### config.mk
export PLATFORM = sky130hd
export DESIGN_NAME = uart_tx_string_param
export DESIGN_NICKNAME = d
export VERILOG_FILES = /design/src/rtl/uart_tx_string_param.sv
export SDC_FILE = /design/constraint.sdc
export NUM_CORES = 1
export LEC_CHECK = 0
export CAP_MARGIN = 25
export CELL_PAD_IN_SITES_DETAIL_PLACEMENT = 1
export CELL_PAD_IN_SITES_GLOBAL_PLACEMENT = 1
export CORE_ASPECT_RATIO = 0.6
export CORE_MARGIN = 1.5
export CORE_UTILIZATION = 50
export DETAILED_ROUTE_END_ITERATION = 7
export GPL_TIMING_DRIVEN = 0
export PLACE_DENSITY_LB_ADDON = 0.08
export SKIP_CTS_REPAIR_TIMING = 1
export SYNTH_ARGS = -nofsm -noshare
export SYNTH_HDL_FRONTEND = slang
export SYNTH_SLANG_ARGS = --single-unit
### constraint.sdc
create_clock -name Clk -period 4.71 [get_ports Clk]
set_clock_uncertainty 0.1 [all_clocks]
set_input_delay 1.413 -clock Clk [delete_from_list [all_inputs] [get_ports Clk]]
set_output_delay 1.413 -clock Clk [all_outputs]
set_load 0.02 [all_outputs]
### src/rtl/uart_tx_string_param.sv
// uart_tx_string_param: buffered multi-byte UART transmitter.
// Frame format is set by parameters; baud is latched per string.
module uart_tx_string_param #(
   parameter int CLK_FREQ  = 50_000_000,
   parameter int MAX_LEN   = 16,
   parameter int DATA_BITS = 8,
   parameter int PARITY    = 0,
   parameter int STOP_BITS = 1,
   localparam int AW = (MAX_LEN > 1) ? $clog2(MAX_LEN) : 1,
   localparam int LW = $clog2(MAX_LEN + 1)
) (
   input  logic                 Clk,
   input  logic                 Rst,
   input  logic                 Wr_En,
   input  logic [AW-1:0]        Wr_Addr,
   input  logic [DATA_BITS-1:0] Wr_Data,
   input  logic                 Send_En,
   input  logic [LW-1:0]        Str_Len,
   input  logic [2:0]           Baud_Set,
   output logic                 Rs232_Tx,
   output logic                 Tx_Busy,
   output logic                 Byte_Done,
   output logic                 Str_Done,
   output logic [AW-1:0]        Byte_Cnt
);

   localparam int P0 = CLK_FREQ / 9600;
   localparam int P1 = CLK_FREQ / 19200;
   localparam int P2 = CLK_FREQ / 38400;
   localparam int P3 = CLK_FREQ / 57600;
   localparam int P4 = CLK_FREQ / 115200;
   localparam int CW = $clog2(P0 + 1);

   typedef enum logic [2:0] {
      S_IDLE,
      S_START,
      S_DATA,
      S_PAR,
      S_STOP
   } state_t;

   state_t               state_q, state_d;
   logic [CW-1:0]        cnt_q, cnt_d;
   logic [CW-1:0]        per_q, per_d;
   logic [2:0]           bit_q, bit_d;
   logic [DATA_BITS-1:0] shift_q, shift_d;
   logic                 par_q, par_d;
   logic [LW-1:0]        len_q, len_d;
   logic [AW-1:0]        idx_q, idx_d;
   logic                 zero_q, zero_d;

   logic [DATA_BITS-1:0] buf_q [MAX_LEN];

   logic [CW-1:0] per_sel;
   logic [LW-1:0] len_in;
   logic          tick;
   logic          last;
   logic          load;

   function automatic logic par_of(input logic [DATA_BITS-1:0] v);
      return (PARITY == 1) ? ~(^v) : ^v;
   endfunction

   always_comb begin
      unique case (Baud_Set)
         3'd0:    per_sel = CW'(P0);
         3'd1:    per_sel = CW'(P1);
         3'd2:    per_sel = CW'(P2);
         3'd3:    per_sel = CW'(P3);
         default: per_sel = CW'(P4);
      endcase
   end

   assign len_in = (int'(Str_Len) > MAX_LEN) ? LW'(MAX_LEN) : Str_Len;
   assign tick   = (cnt_q == per_q - CW'(1));
   assign last   = ((LW'(idx_q) + LW'(1)) == len_q);

   // Buffer is deliberately left out of reset.
   always_ff @(posedge Clk) begin
      if (Wr_En) buf_q[Wr_Addr] <= Wr_Data;
   end

   always_comb begin
      state_d = state_q;
      cnt_d   = cnt_q;
      per_d   = per_q;
      bit_d   = bit_q;
      shift_d = shift_q;
      par_d   = par_q;
      len_d   = len_q;
      idx_d   = idx_q;
      zero_d  = 1'b0;
      load    = 1'b0;

      if (state_q != S_IDLE) cnt_d = tick ? '0 : cnt_q + CW'(1);

      unique case (state_q)
         S_IDLE: begin
            if (Send_En) begin
               if (len_in == '0) begin
                  zero_d = 1'b1;
               end else begin
                  len_d   = len_in;
                  per_d   = per_sel;
                  idx_d   = '0;
                  cnt_d   = '0;
                  state_d = S_START;
                  load    = 1'b1;
               end
            end
         end
         S_START: begin
            if (tick) begin
               state_d = S_DATA;
               bit_d   = '0;
            end
         end
         S_DATA: begin
            if (tick) begin
               shift_d = shift_q >> 1;
               if (bit_q == 3'(DATA_BITS - 1)) begin
                  state_d = (PARITY != 0) ? S_PAR : S_STOP;
                  bit_d   = '0;
               end else begin
                  bit_d = bit_q + 3'd1;
               end
            end
         end
         S_PAR: begin
            if (tick) begin
               state_d = S_STOP;
               bit_d   = '0;
            end
         end
         S_STOP: begin
            if (tick) begin
               if (bit_q == 3'(STOP_BITS - 1)) begin
                  if (last) begin
                     state_d = S_IDLE;
                     idx_d   = '0;
                  end else begin
                     state_d = S_START;
                     idx_d   = idx_q + AW'(1);
                     load    = 1'b1;
                  end
               end else begin
                  bit_d = bit_q + 3'd1;
               end
            end
         end
         default: state_d = S_IDLE;
      endcase

      // Byte is captured as its start bit begins.
      if (load) begin
         shift_d = buf_q[idx_d];
         par_d   = par_of(buf_q[idx_d]);
      end
   end

   always_ff @(posedge Clk or posedge Rst) begin
      if (Rst) begin
         state_q <= S_IDLE;
         cnt_q   <= '0;
         per_q   <= CW'(P4);
         bit_q   <= '0;
         shift_q <= '0;
         par_q   <= 1'b0;
         len_q   <= '0;
         idx_q   <= '0;
         zero_q  <= 1'b0;
      end else begin
         state_q <= state_d;
         cnt_q   <= cnt_d;
         per_q   <= per_d;
         bit_q   <= bit_d;
         shift_q <= shift_d;
         par_q   <= par_d;
         len_q   <= len_d;
         idx_q   <= idx_d;
         zero_q  <= zero_d;
      end
   end

   always_comb begin
      unique case (state_q)
         S_START: Rs232_Tx = 1'b0;
         S_DATA:  Rs232_Tx = shift_q[0];
         S_PAR:   Rs232_Tx = par_q;
         default: Rs232_Tx = 1'b1;
      endcase
   end

   assign Tx_Busy   = (state_q != S_IDLE);
   assign Byte_Done = (state_q == S_STOP) && (bit_q == 3'(STOP_BITS - 1)) && tick;
   assign Str_Done  = zero_q | (Byte_Done & last);
   assign Byte_Cnt  = idx_q;

endmodule
**Logic cells by family**

The bar under the picture is 50 um long.
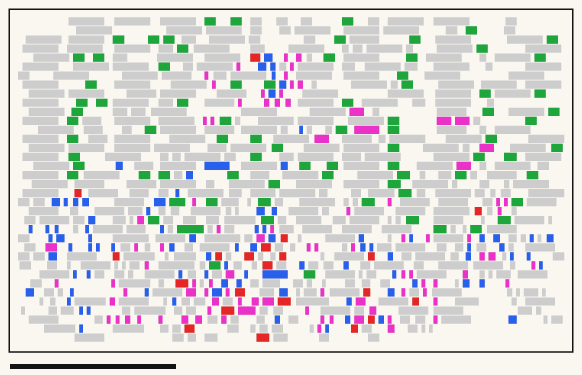
color	family	cells	most used
red	AND and OR gates	21	and3_1
magenta	NOR gates	91	nor2_1
green	multiplexers	79	mux2i_1
blue	NAND gates	89	nand2_1
logic share of the area: 32.6%
most frequently placed logic cell in the final layout: edfxtp_1
Final Non-Filler Cells: 926

**Cell placement**

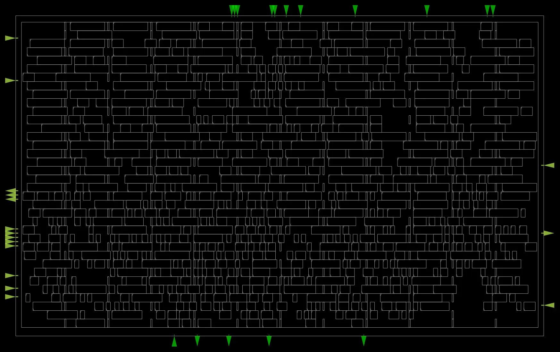
sequential cell area share: 52.0%
post-route core utilization: 60.6%
Placement Rows: 36
sequential cell count of the final layout: 178
Floorplan Core Area: 0.0162 sq mm

**Zoomed window**

The bar under the picture is 10 um long. Region (72, 18) to (97, 43) um. Cells in gray, sequential cells in the stronger gray; small squares are vias.
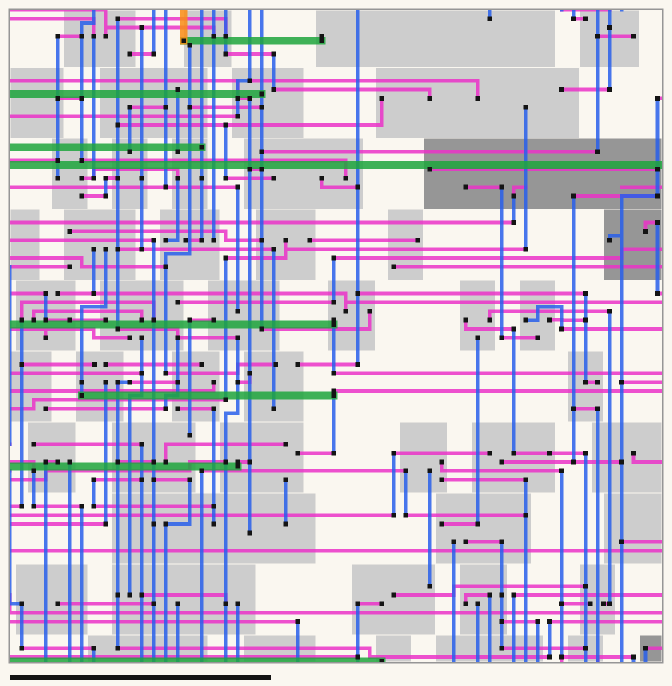
color	layer
magenta	met1
orange	met4
green	met3
blue	met2
sequential cells in the window	1
cells with their middle in the window	39
netlist names of flops here include	`cnt_q` (1)
most frequent	nor2_1 (3), a21oi_1 (3), buf_4 (3)

**Clock distribution**

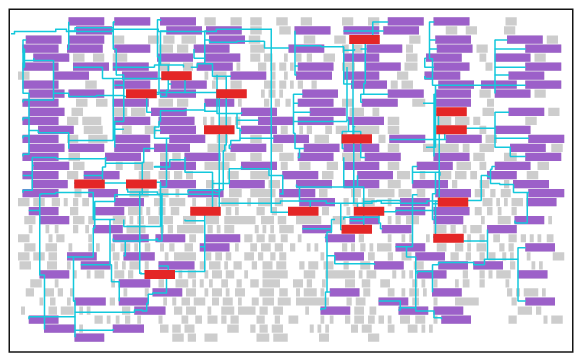
[red] cells driving clock nets | count: 17
[cyan] clock wires | length: 2390 um
[purple] flip-flops | count: 178
routed clock nets	18
clock network fraction of design power: 45.1%
clock network power: 1490 uW
worst skew pair latency: 440 ps

**Wiring heat map**

The die is cut into 34 by 21 equal tiles; black is low, pale yellow is high, scaled to the fullest tile. Values are wire area over tile area, all layers added.
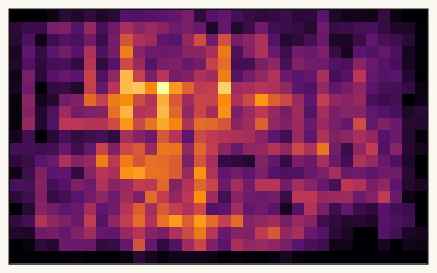
tiles over half the peak	15%
fullest tile	0.68
nearly empty tiles	7.4%
aggregate global-route resource usage: 27.5%
vias after detailed routing: 5678
total wire length: 23000 um
final routed wire length divided by cell count: 24.9 um

==> reports/qor.rpt <==
STA
----------------------------------------------------------------------------------------
Final worst path period need ..............................................      4690 ps
Final setup fails .........................................................            0
Fmax ......................................................................      213 MHz
Max-slew headroom .........................................................        34.0%
Minimum setup slack in the final design ...................................      20.4 ps
Final worst hold slack ....................................................       409 ps
Final Hold Violation Tally ................................................            0

YOSYS
----------------------------------------------------------------------------------------
Synthesized area divided by synthesized cell count ........................   13.0 sq um
Share of the yosys chip area belonging to registers .......................        61.5%
Most area-hungry cell type in the Yosys netlist ...........................     edfxtp_1
Simple logic cell fraction of the synthesized area ........................        13.1%
Share of synthesized cell area in and-or and or-and compound cells ........        8.71%
Top non-seq family ........................................................ simple AND/OR/NAND/NOR gates
XOR/XNOR Area Share .......................................................        3.55%
Synthesized instance count ................................................          638
Adder Area Share ..........................................................       0.906%
Top cells, area ........................................................... edfxtp_1 (46%), dfrtp_1 (14%), mux2i_1 (8.2%)
Top cells by instance count after synthesis ............................... edfxtp_1 (128), mux2i_1 (68), nor2_1 (58)
Chip area line of the yosys report ........................................ 0.00829 sq mm
Number of distinct library cells after synthesis ..........................           67
Register bit count reported by yosys ......................................          178
Cell area after synthesis ................................................. 0.00829 sq mm
Prevailing post-synth register cell .......................................     edfxtp_1
Area fraction in mux cells ................................................        9.74%
Post-synthesis net count ..................................................          668
Post-synth tally of flip-flops with integrated enable .....................          128

ROUTE
----------------------------------------------------------------------------------------
Met1 Wirelength ...........................................................     11200 um
Starting DRT DRC Count ....................................................          460
Number of remaining DRC errors ............................................            0
Drt pass-1 iters ..........................................................            5

SETUP PATH
----------------------------------------------------------------------------------------
Worst reg2reg path endpoint ...............................................        par_q
Worst setup path startpoint ...............................................     per_q[9]
WP depth ..................................................................           14
Worst setup path endpoint .................................................        par_q
Critical path endpoint category ...........................................         flop
CP arrival ................................................................      4880 ps
Start of the worst register-to-register path ..............................     per_q[9]
Critical Path Source Type .................................................         flop
Cell occurring most often along the worst timing path .....................      xnor2_1
Reg-to-reg slack, setup ...................................................        20 ps
Slowest cell on crit path .................................................        or4_4
Category of cells accounting for the largest share of critical-path delay . AND-OR/OR-AND gates

RUN STATUS
----------------------------------------------------------------------------------------
Result of the run .........................................................    completed

CELLS AND AREA
----------------------------------------------------------------------------------------
Combined area of the multi-input logic cells .............................. 0.00320 sq mm
Net total in the final layout .............................................          734
Non-clock buffer instance count of the final layout .......................           76
Largest cell class by area ................................................ flip-flops and latches
Registers with the most flip-flops ........................................ buf_q: 128 flops, cnt_q: 13 flops, per_q: 12 flops
Clock buf count ...........................................................           17
Number of filler cells placed in the layout ...............................         1587
Fraction of area in clock buffers and inverters ...........................        6.20%
Final Cell Area ........................................................... 0.00982 sq mm
Multi-input combinational gate total ......................................          417
Layout Area Growth over Synthesis .........................................        18.5%
Most used cells in the layout excluding fill and tap cells ................ edfxtp_1 (128), mux2i_1 (67), nor2_1 (58), dfrtp_1 (44), nand2_1 (41)
Non-clock buffer area fraction after layout ...............................        6.06%
Flip-flop count of the largest register after layout ......................          128
Non-clock inverter count ..................................................           14

FLOW RUN
----------------------------------------------------------------------------------------
Max_cap viols .............................................................            0
Tool Warnings .............................................................           28

PWR
----------------------------------------------------------------------------------------
Sequential share of power .................................................        52.0%
Power density over the cells ..............................................  336 mW/mm^2
Switching power summed over all nets ......................................       792 uW
Part of the total power dissipated in combinational logic .................         2.9%
Maximum VDD drop ..........................................................       258 uV
Logic power comb ..........................................................      94.9 uW
Largest power group .......................................................    registers
LEAKAGE ...................................................................   0.00389 uW
Internal power contribution ...............................................      2510 uW
Switching fraction of total power .........................................        24.0%

MIN PATH
----------------------------------------------------------------------------------------
Worst hold path startpoint ................................................     len_q[1]
WHS Endpoint ..............................................................     len_q[1]
Worst hold-check path type ................................................      reg2reg
Number of stages on the worst hold path ...................................            2

CLOCK NETWORK
----------------------------------------------------------------------------------------
Clock transition at the registers of the reported paths ...................        80 ps
Max H-tree Level ..........................................................            4
Clock sinks ...............................................................          178
Number of buffers on the longest clock path ...............................            2
Root Driver ...............................................................    clkbuf_16

DIE
----------------------------------------------------------------------------------------
Die H .....................................................................       103 um
Horizontal extent of the die ..............................................       169 um
Area enclosed by the die boundary ......................................... 0.0174 sq mm

GRT
----------------------------------------------------------------------------------------
Wire length of the first global-routing pass ..............................     34100 um
Most utilized layer in the global route result ............................         met1
Met1 demand-to-capacity share in global routing ...........................        40.5%
Via count of the first global-routing pass ................................         5696
Maximum number of pins on one net before global-route repair ..............           37

PLACE
----------------------------------------------------------------------------------------
Pre-CTS worst setup slack .................................................      -584 ps
Dpl cell area ............................................................. 0.00888 sq mm
Routability-driven placement congestion ratio .............................        0.853
Number of placed instances, taps included .................................          881
Placed wire-length estimate ...............................................     15600 um

No activity file was given, so power comes from the tool's default toggle rates.
